--- src/rtl/stream_demux.sv ---
// stream_demux: registered 1-to-N valid/ready stream demux with broadcast; STREAM_DEMUX_CNT_EN adds per-channel delivery counters
module stream_demux #(
   parameter int WIDTH = 8,
   parameter int SEL_W = 2
) (
   input  logic                  clk,
   input  logic                  rst,
   input  logic                  en,
   input  logic                  in_valid,
   output logic                  in_ready,
   input  logic [WIDTH-1:0]      in_data,
   input  logic [SEL_W-1:0]      in_sel,
   input  logic                  in_bcast,
   output logic [2**SEL_W-1:0]   out_valid,
   input  logic [2**SEL_W-1:0]   out_ready,
   output logic [WIDTH-1:0]      out_data,
   output logic                  busy
`ifdef STREAM_DEMUX_CNT_EN
   ,
   output logic [2**SEL_W*16-1:0] cnt
`endif
);
   localparam int N = 2**SEL_W;
   logic [N-1:0]     pending;
   logic [N-1:0]     drained;
   logic [WIDTH-1:0] hold_data;
   logic             accept;
   assign drained   = pending & ~out_ready;
   assign in_ready  = !rst && en && drained == '0;
   assign accept    = in_valid && in_ready;
   assign out_valid = pending;
   assign out_data  = hold_data;
   assign busy      = |pending;
   always_ff @(posedge clk) begin
      if (rst) begin
         pending   <= '0;
         hold_data <= '0;
      end else if (accept) begin
         pending   <= in_bcast ? '1 : {{(N-1){1'b0}}, 1'b1} << in_sel;
         hold_data <= in_data;
      end else begin
         pending   <= drained;
      end
   end
`ifdef STREAM_DEMUX_CNT_EN
   always_ff @(posedge clk) begin
      for (int i = 0; i < N; i++) begin
         if (rst)
            cnt[16*i +: 16] <= '0;
         else if (pending[i] && out_ready[i])
            cnt[16*i +: 16] <= cnt[16*i +: 16] + 16'd1;
      end
   end
`endif
endmodule

--- config.mk ---
export PLATFORM = sky130hd
export DESIGN_NAME = stream_demux
export DESIGN_NICKNAME = d
export VERILOG_FILES = /design/src/rtl/stream_demux.sv
export SDC_FILE = /design/constraint.sdc
export NUM_CORES = 1
export LEC_CHECK = 0
export ABC_AREA = 0
export CAP_MARGIN = 20
export CORE_MARGIN = 8
export CORE_UTILIZATION = 37
export DETAILED_ROUTE_END_ITERATION = 7
export GPL_ROUTABILITY_DRIVEN = 0
export PLACE_DENSITY = 0.83
export SETUP_SLACK_MARGIN = 0.15
export SKIP_LAST_GASP = 1
export SYNTH_ARGS = -nofsm -noshare
export SYNTH_HDL_FRONTEND = slang
export SYNTH_SLANG_ARGS = --single-unit
--- constraint.sdc ---
create_clock -name clk -period 2.34 [get_ports clk]
set_clock_uncertainty 0.1 [all_clocks]
set_input_delay 0.468 -clock clk [delete_from_list [all_inputs] [get_ports clk]]
set_output_delay 0.468 -clock clk [all_outputs]
set_load 0.01 [all_outputs]
Run 1, the metal 3 layer:
Bar = 20 µm.
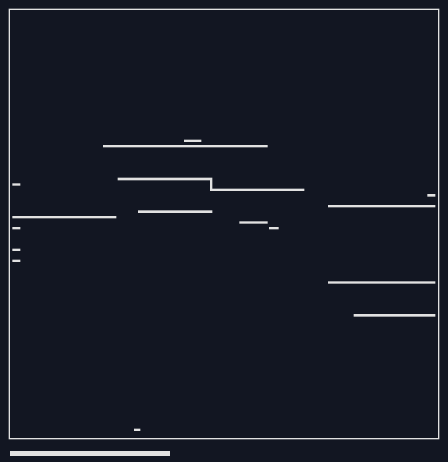
share of all routed wire	6.3%
wire length on this layer	112 µm
nets with wire on the layer	15
longest straight run	20.2 µm

Run 1, placed standard cells:
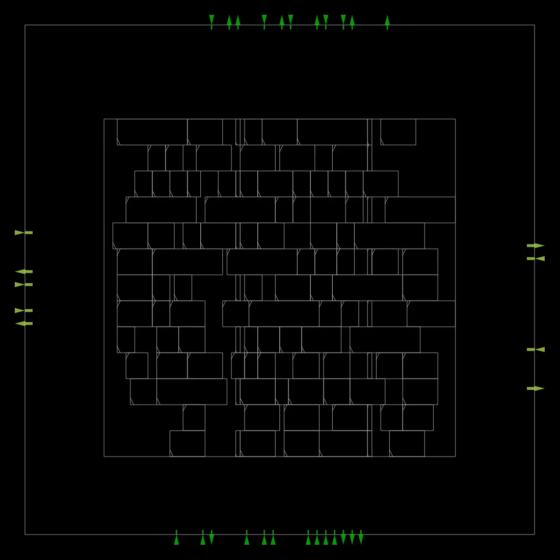
# rows: 13
seq_cells: 12
Tap Count: 15
Seq area share: 26.2%
core area: 1300 µm²

Run 1, met2 routing:
Cells faint in the background.
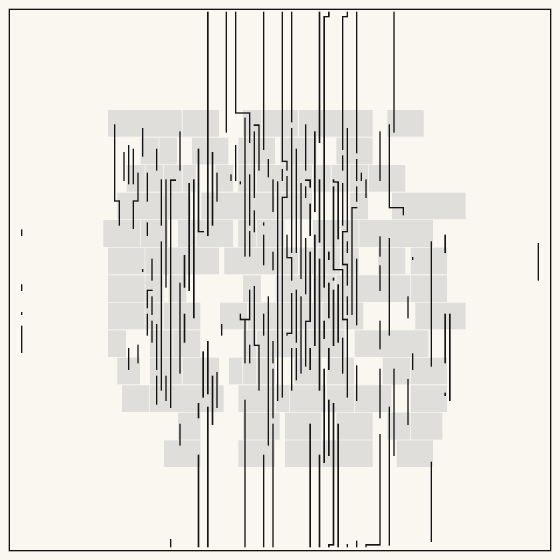
longest straight run	26.7 µm
main direction	vertical
share of all routed wire	54%
nets with wire on the layer	110
wire length on this layer	972 µm

[run 1: kinds of logic (layout without fill, tap and decap cells)]
kind of cell           Yosys count  count (layout)  share of synthesized area (%)
AND-OR/OR-AND                   23              23                           24.2
AND/OR/NAND/NOR                 23              23                           25.4
flip-flops                      12              12                           46.5
buffers and inverters            4              42                           3.87
[run 1: critical path: cells and delay by family]
kind                   cells  cell delay [ns]
AND/OR/NAND/NOR            3             0.48
buffers and inverters      2             0.58
[run 1: area by class of cell]
class	instances	area [µm²]	area share, %
Sequential cell	12	240	26.2
Inverter	1	3.75	0.409
Timing Repair Buffer	38	359	39.1
Clock buffer	3	22.5	2.45
Multi-Input combinational cell	46	274	29.8
Tap cell	15	18.8	2.04
[run 1: synth_stat cells]
| master | count | share of area (%) |
|---|---|---|
| nor2_1 | 2 | 1.5 |
| and4_1 | 1 | 1.7 |
| nand2b_1 | 4 | 4.8 |
| o22ai_1 | 3 | 3.6 |
| nand3_2 | 1 | 1.9 |
| a21oi_1 | 10 | 9.7 |
| a21oi_2 | 1 | 1.7 |
| nand3_1 | 8 | 7.7 |
| and2_1 | 2 | 2.4 |
| nand2_1 | 2 | 1.5 |
| nand4_1 | 1 | 1.2 |
| or4_1 | 1 | 1.5 |
| dfxtp_1 | 12 | 46 |
| inv_1 | 1 | 0.73 |
| o21ai_0 | 8 | 7.7 |
| buf_2 | 1 | 0.97 |
| clkbuf_1 | 1 | 0.73 |
| nor2b_1 | 1 | 1.2 |
| o21bai_1 | 1 | 1.5 |
| buf_4 | 1 | 1.5 |
[run 1: layer usage]
metal / track usage, % / part of all wire [%] / routed length, µm
met5: 0 / 0 / 0
met4: 5.46 / 1.5 / 27
met3: 5.04 / 6.2 / 111
met2: 25.2 / 54 / 972
met1: 12.5 / 38 / 673
[run 1: state kept, by name (all words and copies together) (netlist names)]
| signal | flops |
|---|---|
| out_data | 8 |
| out_valid | 4 |
[run 1: stage by stage]
stage | cell area, µm² | setup TNS (ns) | worst slack (ns) | cells | utilization (%)
floorplan | 517 | 0 | 0.614 | 62 | -
global placement | 885 | -0.193 | -0.193 | 112 | 68.0
detailed placement | 885 | -0.203 | -0.203 | 112 | 68.0
CTS | 922 | 0 | 0.144 | 115 | 70.9
global route | 918 | 0 | 0.215 | 115 | 70.6
finish | 918 | 0 | 0.253 | 115 | 70.6
[run 1: path summary, 6_finish.rpt]
check	startpoint	endpoint	slack, ns	cells past startpoint
worst max-delay path	out_ready[0]	in_ready	0.25	5
worst min-delay path	out_data[0]	out_data[0]	0.38	2
worst max register to register	out_valid[3]	out_data[4]	0.89	5
worst min register to register	out_data[0]	out_data[0]	0.38	2
[run 1: where the power goes]
group	switching, mW	internal [mW]
clock network	0.0657	0.0595
registers	0.00486	0.212
logic	0.0421	0.0616
[run 1: what timing repair did]
item,4_1_cts,5_1_grt
cloned,0,0
pin swaps,1,0
endpoints found under the setup margin,2,1
setup buffers,0,0
resized,7,2
==> reports/qor.yml, run 1 <==
critPathLaunchType: "primary input"
ant_nets: 0
portBuffers: 32
initial_core_util_pct: 39.7
firstDrtPassIters: 4
synthCells: 62
yosys_area_um2: 517
yosys.stat.seqShare_pct: 46.5
powerDensity_nw_per_um2: 485
ys_cells: 62
drive_above_1_share_pct: 15.0
wl_per_cell_um: 15.5
slew_violations: 0
diodes: 0
outcome: "completed"
syn_area_um2: 517
arrival_ns: 1.52
finalHoldViolCount: 0
vias: 635
hp-class: "register to register"
grt_pass1_vias: 654
ys_types: 20
slew_headroom_pct: 76.8
critical_path.endpoint_type: "output pin"
tool_warnings: 27
cts_buffer_depth: 2
finalNetCount: 121
numCtsBuffers: 3
viasPerCell: 5.52
cts_root_buf: "clkbuf_4"
critPathMaxFanout: 2
nFillCells: 108
min_period_ns: 2.09
worstSkewPairLatency_ns: 0.27
htree_levels: 1
grt_pass1_wl_um: 2830
setup_viol: 0
drcViolationCount: 0
yosys_warnings: 0
timing.hold.ws_ns: 0.378
crit_chain: "clkdlybuf4s50_1 -> nand2b_1 -> and4_4 -> and2_1 -> buf_2"
routed_wl_um: 1780
drtIter0Drc: 14
clkTransAtPathRegs_ns: 0.07
worst_pin_slew_ns: 0.348
fin_crit_sh_pct: 89.2
antenna_found_initial: 0
layout_top_cell: "clkdlybuf4s50_1"
ys_ff: 12
grt_max_degree: 13
rsz0062_at_grt: "no"
hold_buffers: 0
cp_slowest_cell: "clkdlybuf4s50_1"
layout_top_cells: "30 x clkdlybuf4s50_1, 12 x dfxtp_1, 10 x a21oi_1"
grt_overflow: 0
power_uw: 446
worstPathRequired_ns: 1.77
area_delta_synth_final_pct: 77.7
vdd_drop_max_uv: 444
grt_use_total_pct: 13.4
design.portCount: 33
crit_type: "primary input to output pin"
drv_cap: 0
synth_area_per_cell_um2: 8.33
dp_hpwl_um: 1400
die_w_um: 53.4
max_freq_mhz: 479
cts_sinks: 12
leakagePower_nw: 0.343
synthesis.nets: 81
die_h_um: 53.4
cts_tree: "built"
die_area_um2: 2850
max_stage_delay_ns: 0.46
Run 1, wires at chosen ports, followed through buffers:
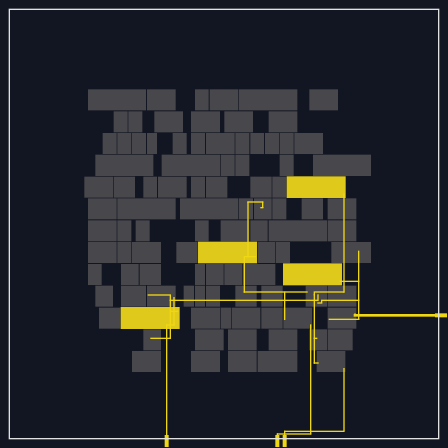

==> run 2, diff against run 1 <==
CORE_ASPECT_RATIO = 1.2   (was not set)
CORE_UTILIZATION = 31   (was 37)
PLACE_DENSITY = 0.75   (was 0.83)
clock period = 1.8 ns   (was 2.34 ns; I/O delays follow)
Run 2, wires at chosen ports, followed through buffers:
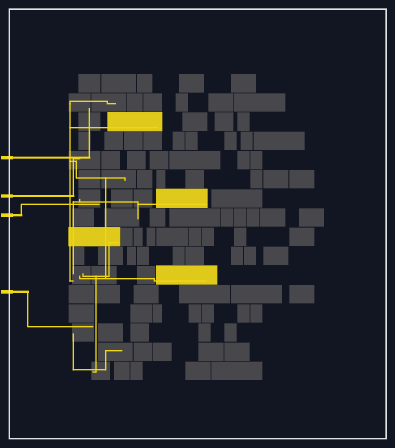
color	port	bits	direction	end cells	buffers	wire
yellow	`out_valid`	4	output	4	5	222 µm
io pins: 33
number of port buffers: 32

Run 2, the metal 3 layer:
Bar = 20 µm.
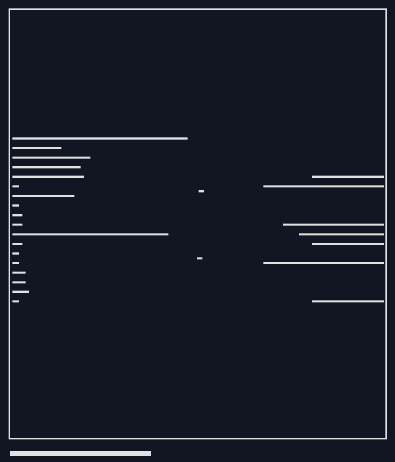
share of all routed wire	11%
longest straight run	24.6 µm
wire length on this layer	193 µm
main direction	horizontal
final wirelength: 1790 µm
DR vias: 617

==> run 2 against run 1 <==
First-iteration DRC count decreased by 57%. Flip-flop count unchanged. Cell area increased by 6.0%. Via count decreased by 2.8%. Cell count increased by 7.0%. Power increased by 30%. Synthesized area unchanged.
==> reports/qor.yml, run 2 <==
clock_power_share_pct: 27.7
dr_wl_met3_um: 193
arrival_ns: 1.26
viasPerCell: 5.02
yosys.stat.seqShare_pct: 46.5
wl_per_cell_um: 14.5
cts_tree: "built"
crit_family: "simple AND/OR/NAND/NOR gates"
diodes: 0
top_cell: "dfxtp_1"
nFillCells: 153
drv_cap: 0
placed_area_um2: 903
initial_core_util_pct: 32.3
fin_crit_sh_pct: 95.7
syn_area_um2: 517
cp_slowest_cell: "or4_1"
rsz0062_at_grt: "yes"
top_layer_used: "met4"
path_buffers: 1
wl_met2_um: 856
timing.rr.end: "out_valid[3]"
synthesis.nets: 81
worstHoldPathCells: 2
layout_top_cells: "20 x clkdlybuf4s50_1, 11 x buf_4, 10 x a21oi_1, 10 x dfxtp_1"
finalHoldViolCount: 0
vdd_drop_max_uv: 313
ys_types: 20
min_period_ns: 1.72
hp-class: "register to register"
comb_power_share_pct: 23.4
powerDensity_nw_per_um2: 594
cts_sinks: 12
cts_root_buf: "clkbuf_4"
largest_area_cell: "dfxtp_1"
power_uw: 578
critical_path.endpoint_type: "output pin"
largest_reg_flops: 8
slew_violations: 0
setup_viol: 0
crit_chain: "or4_1 -> buf_2"
die_area_um2: 3230
critPathMaxFanout: 3
common_cells: "12 x dfxtp_1, 10 x a21oi_1, 8 x nand3_1, 8 x o21ai_0, 4 x nand2b_1"
row_count: 16
yosys_warnings: 0
crit_type: "register to output pin"
core_um2: 1600
max_freq_mhz: 581
ant_nets: 0
ff_type: "dfxtp_1"
antenna_found_initial: 0
numCtsBuffers: 3
synthCells: 62
layout_top_cell: "clkdlybuf4s50_1"
seq_power_share_pct: 48.9
reg2reg_depth: 6
yosys_area_um2: 517
clkTransAtPathRegs_ns: 0.07
drt-met1-wl_um: 726
grt_pass1_vias: 643
top_cell_area_share_pct: 46.5
power.switching_uw: 146
drtIter0Drc: 6
drive_above_1_share_pct: 25.7
synth-edff-count: 0
place_inst: 117
drcViolationCount: 0
worstSkewPairLatency_ns: 0.26
whs_endpoint: "out_data[4]"
critPathLaunchType: "register"
worstPathRequired_ns: 1.34
ys_ff: 12
timing.rr.start: "out_valid[1]"
area_delta_synth_final_pct: 88.4
dp_hpwl_um: 1350
instances_no_fill: 123
max_stage_delay_ns: 0.50
die_w_um: 53.3
hp-start: "out_data[4]"
timing.hold.ws_ns: 0.376
sw_frac_of_total_pct: 25.3
grt_max_degree: 13
tool_warnings: 28
finalNetCount: 126
worst_pin_slew_ns: 0.213
ys_cells: 62
leakagePower_nw: 0.435
grt_pass1_wl_um: 2730
async_flop_share_pct: 0
reg2reg_slack_ns: 0.45
grt_overflow: 0
p_int_uw: 432
slew_headroom_pct: 85.8
finalSetupTns_ns: 0
die_h_um: 60.7
grt_use_total_pct: 11.2
final_area_um2: 973
firstDrtPassIters: 6
outcome: "completed"
top_cells_by_area: "dfxtp_1 46%, a21oi_1 9.7%, nand3_1 7.7%"
htree_levels: 1
cts_buffer_depth: 2
synth_area_per_cell_um2: 8.33
run 2: area by class of cell:
cell class              instances  area [µm²]  share of cell area (%)
well taps                      18        22.5                    2.31
inverters                       1        3.75                   0.386
clock buffers                   3        22.5                    2.31
flip-flops and latches         12         245                    25.2
multi-input cells              46         295                    30.3
repair buffers                 43         384                    39.5
run 2: stage by stage:
stage | util, % | worst slack (ns)
6_report | 60.8 | 0.0778
5_1_grt | 60.8 | 0.0556
4_1_cts | 59.5 | 0.0715
3_5_place_dp | 56.4 | -0.537
3_3_place_gp | 56.4 | -0.504
2_1_floorplan | - | 0.290
run 2: worst max-delay path by stage:
| stage | from | to | slack [ns] | depth (start not counted) |
|---|---|---|---|---|
| floorplan | out_ready[3] | in_ready | 0.29 | 4 |
| global placement | en | in_ready | -0.50 | 5 |
| detailed placement | en | in_ready | -0.54 | 5 |
| CTS | out_valid[2] | busy | 0.07 | 2 |
| global route | out_valid[2] | busy | 0.06 | 2 |
| finish | out_valid[2] | busy | 0.08 | 2 |
run 2: power groups by stage:
stage | Combinational [mW] | Sequential, mW | Clock [mW]
floorplan | 0.0429 | 0.292 | 0
detailed placement | 0.136 | 0.288 | 0
CTS | 0.134 | 0.284 | 0.164
finish | 0.135 | 0.283 | 0.160
global route | 0.146 | 0.284 | 0.177
global placement | 0.134 | 0.287 | 0
run 2: repair_timing:
item                                   4_1_cts  5_1_grt
setup endpoints to repair                    6        6
setup buffers                                2        1
pin swaps                                    2        1
endpoints found under the hold margin        0        0
gates resized                               23        7
hold buffers                                 0        0
run 2: kinds of logic after synthesis:
family,count (synthesis),share of synthesized area [%]
AND-OR/OR-AND,23,24.2
buffers and inverters,4,3.87
flip-flops,12,46.5
AND/OR/NAND/NOR,23,25.4
run 2: worst reg2reg max path: cells and delay by family (launching register included):
| family | cells | cell delay (ns) |
|---|---|---|
| AND/OR/NAND/NOR | 3 | 0.44 |
| flip-flops | 1 | 0.34 |
| buffers and inverters | 2 | 0.26 |
| AND-OR/OR-AND | 1 | 0.10 |
run 2: per-layer routing:
| metal | up-vias | track usage (%) |
|---|---|---|
| met3 | 2 | 5.88 |
| met1 | 279 | 11.8 |
| met5 | - | 0 |
| met2 | 27 | 18.3 |
| met4 | 0 | 4.33 |
| li1 | 309 | - |
==> run 3, diff against run 2 <==
CTS_CLUSTER_DIAMETER = 80   (was not set)
==> run 3 against run 2 <==
Utilization is the same. Worst hold slack unchanged. Register-to-register slack about the same. Critical path depth unchanged. Flip-flop count is the same. Critical path type unchanged. Critical endpoint unchanged. Largest cell class unchanged. Highest routed layer unchanged.
==> reports/qor.yml, run 3 <==
slew_violations: 0
yosys_warnings: 0
fa_ha_area_share_pct: 0
cts_sinks: 12
routed_wl_um: 1790
dp_hpwl_um: 1350
die_w_um: 53.3
critPathMaxFanout: 3
logic_family: "simple AND/OR/NAND/NOR gates"
numCtsBuffers: 3
cts_tree: "built"
vias: 617
syn_area_um2: 517
powerDensity_nw_per_um2: 594
critPathLaunchType: "register"
drive_above_1_share_pct: 25.7
diodes: 0
top_cell_area_share_pct: 46.5
design.portCount: 33
place_inst: 117
top_cells_by_area: "dfxtp_1 46%, a21oi_1 9.7%, nand3_1 7.7%"
area_delta_synth_final_pct: 88.4
crit_type: "register to output pin"
reg2reg_slack_ns: 0.45
async_flop_share_pct: 0
ys_types: 20
finalNetCount: 126
grt_pass1_vias: 643
common_cells: "12 x dfxtp_1, 10 x a21oi_1, 8 x nand3_1, 8 x o21ai_0, 4 x nand2b_1"
drcViolationCount: 0
clkTransAtPathRegs_ns: 0.07
yosys.stat.seqShare_pct: 46.5
ys_cells: 62
hp-class: "register to register"
grt_pass1_wl_um: 2730
synth-edff-count: 0
synthCells: 62
aoi_share_pct: 24.2
htree_levels: 1
cts_root_buf: "clkbuf_4"
firstDrtPassIters: 6
synthesis.nets: 81
vdd_drop_max_uv: 313
min_period_ns: 1.72
synth_area_per_cell_um2: 8.33
clock_power_share_pct: 27.7
grt_max_degree: 13
hold_buffers: 0
p_int_uw: 432
fin_crit_sh_pct: 95.7
max_freq_mhz: 581
yosys_area_um2: 517
ff_type: "dfxtp_1"
outcome: "completed"
critical_path.endpoint_type: "output pin"
cts_buffer_depth: 2
sw_frac_of_total_pct: 25.3
antenna_found_initial: 0
layout_top_cells: "20 x clkdlybuf4s50_1, 11 x buf_4, 10 x a21oi_1, 10 x dfxtp_1"
tool_warnings: 28
mux_share_pct: 0
die_area_um2: 3230
seq_power_share_pct: 48.9
simple_gate_share_pct: 25.4
viasPerCell: 5.02
die_h_um: 60.7
comb_power_share_pct: 23.4
power.switching_uw: 146
layout_top_cell: "clkdlybuf4s50_1"
leakagePower_nw: 0.435
ant_nets: 0
grt_use_total_pct: 11.2
worstPathRequired_ns: 1.34
xor_share_pct: 0
top_cell: "dfxtp_1"
worstSkewPairLatency_ns: 0.26
worst_pin_slew_ns: 0.213
row_count: 16
drv_cap: 0
initial_core_util_pct: 32.3
finalHoldViolCount: 0
arrival_ns: 1.26
ys_ff: 12
final_util_pct: 60.8
setup_viol: 0
largest_reg_flops: 8
wl_per_cell_um: 14.5
rsz0062_at_grt: "yes"
grt_overflow: 0
slew_headroom_pct: 85.8
portBuffers: 32
drtIter0Drc: 6
largest_area_cell: "dfxtp_1"
-- run 3: cell counts in the layout (fill, tap and decap cells not counted) --
No cell type changed its count.
-- run 3: cell type report --
type                       instances  area [µm²]  share of cell area [%]
timing repair buffer              43         384                    39.5
multi-input combinational         46         295                    30.3
sequential                        12         245                    25.2
clock buffer                       3        22.5                    2.31
tap                               18        22.5                    2.31
inverter                           1        3.75                   0.386
-- run 3: worst max-delay path: stages (launching register included) --
cell,delay (ns)
dfxtp_2,0.35
or4_1,0.50
buf_2,0.15
-- run 3: kinds of logic (layout without fill, tap and decap cells) --
family,Yosys count,in the layout
buf+inv,4,47
compound gates,23,23
simple gates,23,23
flops,12,12
-- run 3: path summary, 6_finish.rpt --
kind                      from            to  cells after the start
setup / recovery  out_valid[2]          busy                      2
hold / removal     out_data[4]   out_data[4]                      2
setup reg to reg  out_valid[1]  out_valid[3]                      6
hold reg to reg    out_data[4]   out_data[4]                      2
-- run 3: repair_timing --
item,CTS,global route
gates resized,23,7
setup endpoints to repair,6,6
buffers inserted,2,1
pin swaps,2,1
-- run 3: through the flow --
step                      setup TNS, ns  power [mW]  hold WS [ns]  setup slack [ns]  instance area [µm²]
after floorplan                       0       0.334         0.375             0.290                  517
after global placement           -0.532       0.421         0.362            -0.504                  903
after detailed placement         -0.736       0.424         0.367            -0.537                  903
after CTS                             0       0.582         0.376            0.0715                  953
after global routing                  0       0.607         0.408            0.0556                  973
final                                 0       0.578         0.376            0.0778                  973
-- run 3: routing by layer --
metal / part of all wire (%) / up-vias / track usage [%]
li1: - / 309 / -
met1: 41 / 279 / 11.8
met2: 48 / 27 / 18.3
met3: 11 / 2 / 5.88
met4: 0.50 / 0 / 4.33
met5: 0 / - / 0
-- run 3: power groups by stage --
stage / clock network (mW) / logic [mW] / registers, mW
2_1_floorplan: 0 / 0.0429 / 0.292
3_3_place_gp: 0 / 0.134 / 0.287
3_5_place_dp: 0 / 0.136 / 0.288
4_1_cts: 0.164 / 0.134 / 0.284
5_1_grt: 0.177 / 0.146 / 0.284
6_report: 0.160 / 0.135 / 0.283
Run 3, the metal 3 layer:
Bar = 20 µm.
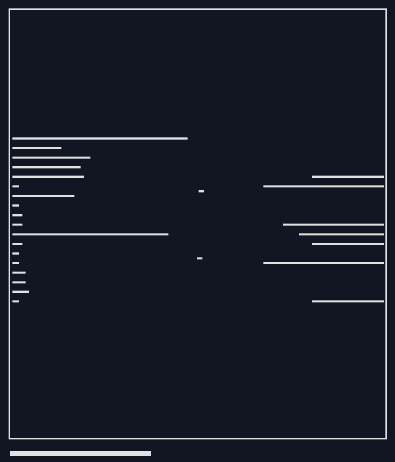
main direction	horizontal
wire length on this layer	193 µm
share of all routed wire	11%
longest straight run	24.6 µm
grt met3 use: 5.88%

Run 3, placed standard cells:
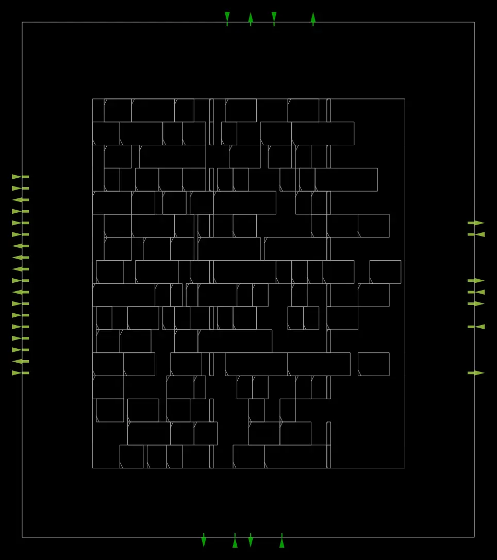
core area: 1600 µm²
Seq area share: 25.2%
Tap Count: 18
post-route insts no fill: 123
filler cell count: 153


==> layout pictures side by side <==
Placed cells, one color a class.
Fill, decap, tap and diode cells in gray.
image #1
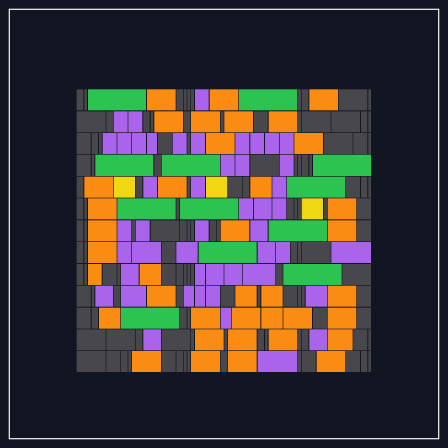
image #2
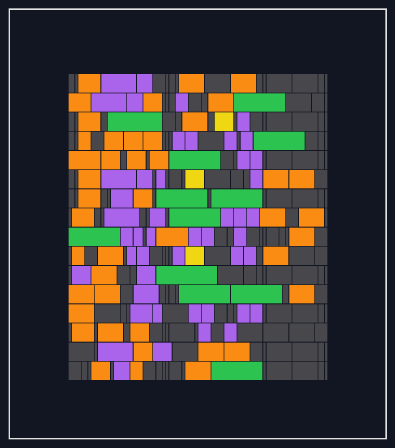
Image #2 is run 2.
Image #1 is run 1.
- highest utilization: image #1

Key to image #2:
color	class	cells	share of their area
green	registers	12	26%
yellow	clock-net drivers	3	2.4%
orange	remaining buffers and delay cells	43	40%
purple	remaining logic cells	47	31%

Power figures rest on the tool's default switching activity, not on a simulated workload.
